Figure 1. Cell outlines without signal wires.
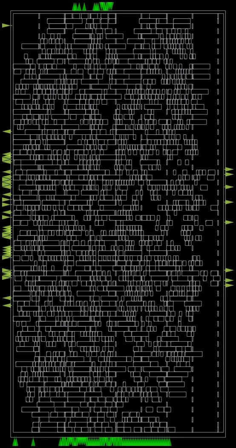
Figure 2. Cells by drive strength.
Scale: 2 px per micron.
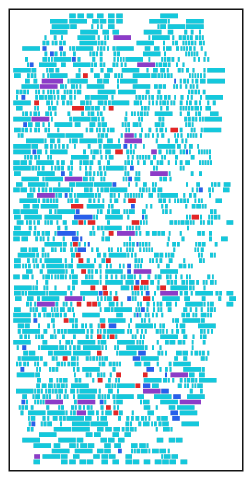
Figure 3. Metal 1.
Scale: 3 px per micron. Supply wires on this layer in grey. Cells faint in the background.
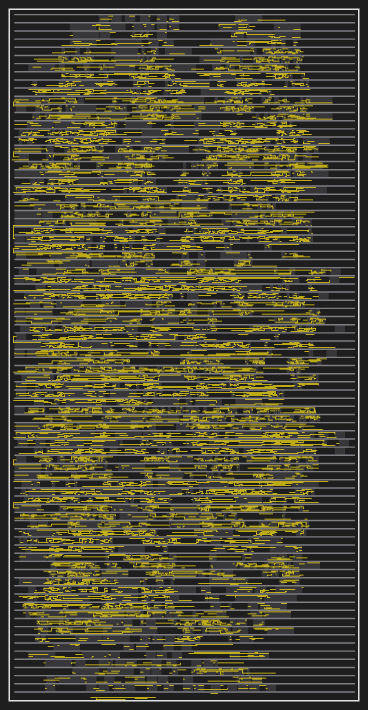
$ cat src/rtl/led_controller.sv
// led_controller: memory-mapped controller for 24 board LEDs.
// It holds a pattern, a mode and a step period. It sequences the LEDs
// autonomously: static, blink, rotate-left or rotate-right.
`timescale 1ns/1ps
module led_controller #(
  parameter logic [31:0] BASE_ADDR = 32'hFFFF_F000,
  parameter int          CNT_W     = 32
) (
  input  logic        clk,
  input  logic        rst,
  input  logic        we,
  input  logic [31:0] addr,
  input  logic [31:0] wdata,
  output logic [31:0] rdata,
  output logic [23:0] led
);

  typedef enum logic [1:0] {
    S_OFF    = 2'd0,
    S_STATIC = 2'd1,
    S_BLINK  = 2'd2,
    S_ROTATE = 2'd3
  } state_t;

  // Register offsets, as seen on addr[3:2].
  localparam logic [1:0] OFS_DATA   = 2'd0;
  localparam logic [1:0] OFS_CTRL   = 2'd1;
  localparam logic [1:0] OFS_PERIOD = 2'd2;
  localparam logic [1:0] OFS_STATUS = 2'd3;

  // Architectural registers.
  logic [23:0]      data_q,   data_d;
  logic [2:0]       ctrl_q,   ctrl_d;
  logic [CNT_W-1:0] period_q, period_d;

  // Sequencing state.
  logic [23:0]      work_q,   work_d;
  logic             phase_q,  phase_d;
  logic [CNT_W-1:0] tick_q,   tick_d;
  logic [15:0]      steps_q,  steps_d;
  logic [23:0]      led_q,    led_d;

  state_t           state;
  logic             in_win;
  logic             wr_acc;
  logic             restart;
  logic             step_due;
  logic [CNT_W-1:0] last_tick;
  logic             unused_addr_bits;

  // The state is a pure decode of CTRL: enable gates everything, mode picks the sequencer.
  function automatic state_t decode_state(input logic [2:0] ctrl);
    if (!ctrl[2])              return S_OFF;
    else if (ctrl[1:0] == 2'd0) return S_STATIC;
    else if (ctrl[1:0] == 2'd1) return S_BLINK;
    else                        return S_ROTATE;
  endfunction

  // LED drive for a given set of next-state values, so writes show on led right after their edge.
  function automatic logic [23:0] led_drive(input logic [2:0] ctrl, input logic [23:0] data,
                                            input logic [23:0] work, input logic phase);
    case (decode_state(ctrl))
      S_STATIC: return data;
      S_BLINK:  return phase ? data : 24'h0;
      S_ROTATE: return work;
      default:  return 24'h0;
    endcase
  endfunction

  // The low two address bits only select bytes within a word and carry no meaning here.
  assign unused_addr_bits = ^addr[1:0];

  assign state     = decode_state(ctrl_q);
  assign in_win    = (addr[31:4] == BASE_ADDR[31:4]);
  assign wr_acc    = we && in_win;
  assign restart   = wr_acc && (addr[3:2] != OFS_STATUS);
  // A PERIOD of 0 behaves as 1, so the terminal tick is 0 in both cases.
  assign last_tick = (period_q == '0) ? '0 : period_q - 1'b1;
  assign step_due  = ((state == S_BLINK) || (state == S_ROTATE)) && (tick_q == last_tick);
  assign led       = led_q;

  // Combinational read mux; anything outside the 16-byte window reads as zero.
  always_comb begin
    rdata = 32'h0;
    if (in_win) begin
      case (addr[3:2])
        OFS_DATA:   rdata = {8'h0, data_q};
        OFS_CTRL:   rdata = {29'h0, ctrl_q};
        OFS_PERIOD: rdata = 32'(period_q);
        default:    rdata = {12'h0, (ctrl_q[2] && (ctrl_q[1:0] != 2'd0)), phase_q,
                             ctrl_q[1:0], steps_q};
      endcase
    end
  end

  // Next-state logic: bus writes first; a restarting write suppresses any step due that cycle.
  always_comb begin
    data_d   = data_q;
    ctrl_d   = ctrl_q;
    period_d = period_q;
    work_d   = work_q;
    phase_d  = phase_q;
    tick_d   = tick_q;
    steps_d  = steps_q;

    if (wr_acc) begin
      case (addr[3:2])
        OFS_DATA:   data_d   = wdata[23:0];
        OFS_CTRL:   ctrl_d   = wdata[2:0];
        OFS_PERIOD: period_d = wdata[CNT_W-1:0];
        default:    ;
      endcase
    end

    if (restart) begin
      tick_d  = '0;
      phase_d = 1'b1;
      work_d  = data_d;
      if (addr[3:2] == OFS_CTRL) steps_d = 16'h0;
    end else begin
      case (state)
        S_BLINK, S_ROTATE: begin
          if (step_due) begin
            tick_d  = '0;
            steps_d = steps_q + 16'h1;
            if (state == S_BLINK) begin
              phase_d = ~phase_q;
            end else if (ctrl_q[1:0] == 2'd2) begin
              work_d = {work_q[22:0], work_q[23]};
            end else begin
              work_d = {work_q[0], work_q[23:1]};
            end
          end else begin
            tick_d = tick_q + 1'b1;
          end
        end
        default: tick_d = '0;
      endcase
    end

    led_d = led_drive(ctrl_d, data_d, work_d, phase_d);
  end

  // State registers with asynchronous reset; reset leaves the block enabled in static mode.
  always_ff @(posedge clk or posedge rst) begin
    if (rst) begin
      data_q   <= 24'h0;
      ctrl_q   <= 3'b100;
      period_q <= '0;
      work_q   <= 24'h0;
      phase_q  <= 1'b1;
      tick_q   <= '0;
      steps_q  <= 16'h0;
      led_q    <= 24'h0;
    end else begin
      data_q   <= data_d;
      ctrl_q   <= ctrl_d;
      period_q <= period_d;
      work_q   <= work_d;
      phase_q  <= phase_d;
      tick_q   <= tick_d;
      steps_q  <= steps_d;
      led_q    <= led_d;
    end
  end

endmodule
$ cat config.mk
export PLATFORM = sky130hd
export DESIGN_NAME = led_controller
export DESIGN_NICKNAME = d
export VERILOG_FILES = /design/src/rtl/led_controller.sv
export SDC_FILE = /design/constraint.sdc
export NUM_CORES = 1
export LEC_CHECK = 0
export ABC_AREA = 1
export CORE_ASPECT_RATIO = 2
export CORE_UTILIZATION = 42
export CTS_CLUSTER_DIAMETER = 150
export DETAILED_ROUTE_END_ITERATION = 10
export PLACE_DENSITY = 0.69
export SLEW_MARGIN = 25
export SYNTH_ARGS = -nofsm -noshare
export SYNTH_HDL_FRONTEND = slang
export SYNTH_SLANG_ARGS = --single-unit
$ cat constraint.sdc
create_clock -name clk -period 6.5 [get_ports clk]
set_input_delay 1.95 -clock clk [delete_from_list [all_inputs] [get_ports clk]]
set_output_delay 1.95 -clock clk [all_outputs]
set_load 0.01 [all_outputs]
==> impl_metrics.json <==
{
  "setup_ws_ns": 0.2474,
  "initialDrtViolationCount": 849,
  "portBuffers": 120,
  "synth-seq-cells": 156,
  "top_layer_used": "met4",
  "power_switching_uw": 484.7,
  "ys_cells": 1618,
  "max_freq_mhz": 159.9,
  "fill_cells": 2644,
  "maxCapViolations": 0,
  "yosysWarnings": 0,
  "synthTopLogicFamily": "simple AND/OR/NAND/NOR gates",
  "final_max_slew_viol_count": 0,
  "postCtsSetupBuffers": 0,
  "skew_ns": 0.01365,
  "cts_root_buf": "clkbuf_16",
  "comb_power_share_pct": 4.9,
  "yosys.cell_types.count": 49,
  "num_tap_cells": 340,
  "buf_share_pct": 10.73,
  "flop_area_sq_um": 3906,
  "grt_max_degree": 95,
  "route.met3.wl_mm": 2.075,
  "diodes": 0,
  "seqPwrFrac_pct": 46.6,
  "path_class": "primary input to output port",
  "min_period_ns": 6.253,
  "ff_count": 156,
  "tool_warnings": 29,
  "cts.sinks": 156,
  "startpoint": "addr[7]",
  "mux_share_pct": 1.020,
  "cts_buffers": 17,
  "cts_tree": "yes",
  "ff2ff_path_depth": 16,
  "pwr-share-clk_pct": 48.5,
  "worstPathMaxFanout": 9,
  "wl_met1_mm": 13.68,
  "worst_r2r_startpoint": "period_q[7]",
  "synth.cellmix.adderShare_pct": 0.4583,
  "cp.required_ns": 4.55,
  "wire_per_inst_microns": 20.02,
  "power.density_nw_per_um2": 160.2,
  "syn-instance-count": 1618,
  "vias": 11800,
  "ys_seq_share_pct": 35.77,
  "compound_area_share_pct": 10.58,
  "syn-cell-area_sq_um": 10920,
  "top_cells_by_area": "dfrtp_1 35%, nand2_1 15%, nand3_1 9.0%",
  "cts_hold_buf": 0,
  "p_leak_uw": 0.006368,
  "dpl_worst_slack_ns": 0.2669,
  "edf_count": 0,
  "status": "completed",
  "worstSkewPairLatency_ns": 0.45,
  "seq_share_pct": 30.01,
  "switching_share_pct": 23.25,
  "cp_data_arrival_time_ns": 4.30,
  "routabilityCongestion": 0.9678,
  "tightest_slew_ns": 0.9029,
  "gr-usage-met3_pct": 5.430,
  "drive_gt1_share_pct": 6.717,
  "netlist.area_leader.share_pct": 35.29,
  "power.internal_uw": 1600,
  "ys.flop_type": "dfrtp_1",
  "yosysMostFrequentCell": "nand2_1",
  "common_cells": "450 x nand2_1, 196 x nand3_1, 159 x inv_1",
  "use_met2_pct": 56.58,
  "top_area_cell": "dfrtp_1",
  "reg2reg_to": "led[19]",
  "ys_async_sr_fraction_pct": 100.0,
  "r2r_setup_slack_ns": 1.60,
  "logic_gates": 1227,
  "post_cts_resized": 0,
  "postRouteAntennaNets": 0,
  "comb-cell-share_pct": 46.69,
  "dp_hpwl_mm": 32.24,
  "use_met1_pct": 31.79,
  "clock_cell_area_share_pct": 4.441,
  "logic_area_sq_um": 6077,
  "die_x_microns": 116.0
}
## Picture notes: Figure 1
Cell Rows: 83
Core Area: 25650 sq um

## Picture notes: Figure 2
Cyan stands for drive 1 or less, cells 1611. Red stands for drive 3 to 4, cells 41. Blue stands for drive 2, cells 52. Purple stands for drive 6 and up, cells 23.

## Picture notes: Figure 3
The wires run mostly horizontal. 1653 nets have wire on it. The layer carries 13700 microns of wire.

[critical path, cell delays in order]
cell and delay, ns:
clkdlybuf4s50_1 0.39, or2_2 0.31, nor3_1 0.14, nand3_1 0.09, nor2_1 0.13, inv_1 0.16
a221oi_1 0.46, clkdlybuf4s50_1 0.66
[layout by cell type, fill, tap and decap left out, types with 31 or more instances in the layout]
cell / netlist / final
nor2_1: 154 / 152
nand3_1: 196 / 196
inv_1: 159 / 157
nand4_1: 64 / 64
dfrtp_1: 154 / 154
xor2_1: 31 / 31
nand2_1: 450 / 450
clkdlybuf4s50_1: 0 / 120
o21ai_0: 84 / 84
nor3_1: 48 / 47
[through the flow]
step	cells	util [%]	hold slack (ns)	cell area, sq um	power, uW
final	2067	50.74	0.4727	13020	2085
after global routing	2067	50.74	0.5077	13020	2148
after detailed placement	2036	48.49	0.4596	12440	1091
after CTS	2067	50.74	0.4748	13020	2094
after floorplan	1618	-	0.4419	10920	1025
after global placement	2036	48.49	0.4560	12440	1090
[how the worst min path moves through the flow]
stage / startpoint / to / slack (ns) / cells past startpoint
floorplan: period_q[0] / period_q[0] / 0.44 / 2
global route: period_q[0] / period_q[0] / 0.51 / 2
CTS: period_q[0] / period_q[0] / 0.47 / 2
global placement: period_q[0] / period_q[0] / 0.46 / 2
detailed placement: period_q[0] / period_q[0] / 0.46 / 2
finish: period_q[0] / period_q[0] / 0.47 / 2
[power groups by stage]
stage | sequential [uW] | combinational [uW] | clock [uW]
finish | 971 | 102 | 1010
global route | 970 | 110 | 1070
CTS | 971 | 102 | 1020
detailed placement | 989 | 102 | 0
global placement | 989 | 101 | 0
floorplan | 989 | 35.7 | 0
[sequential cells by signal, summed over array words and instances, names as in the netlist]
register,flops
period_q,32
tick_q,32
data_q,24
led,24
work_q,24
steps_q,16
ctrl_q,3
phase_q,1
Power and IR drop assume default switching activity.
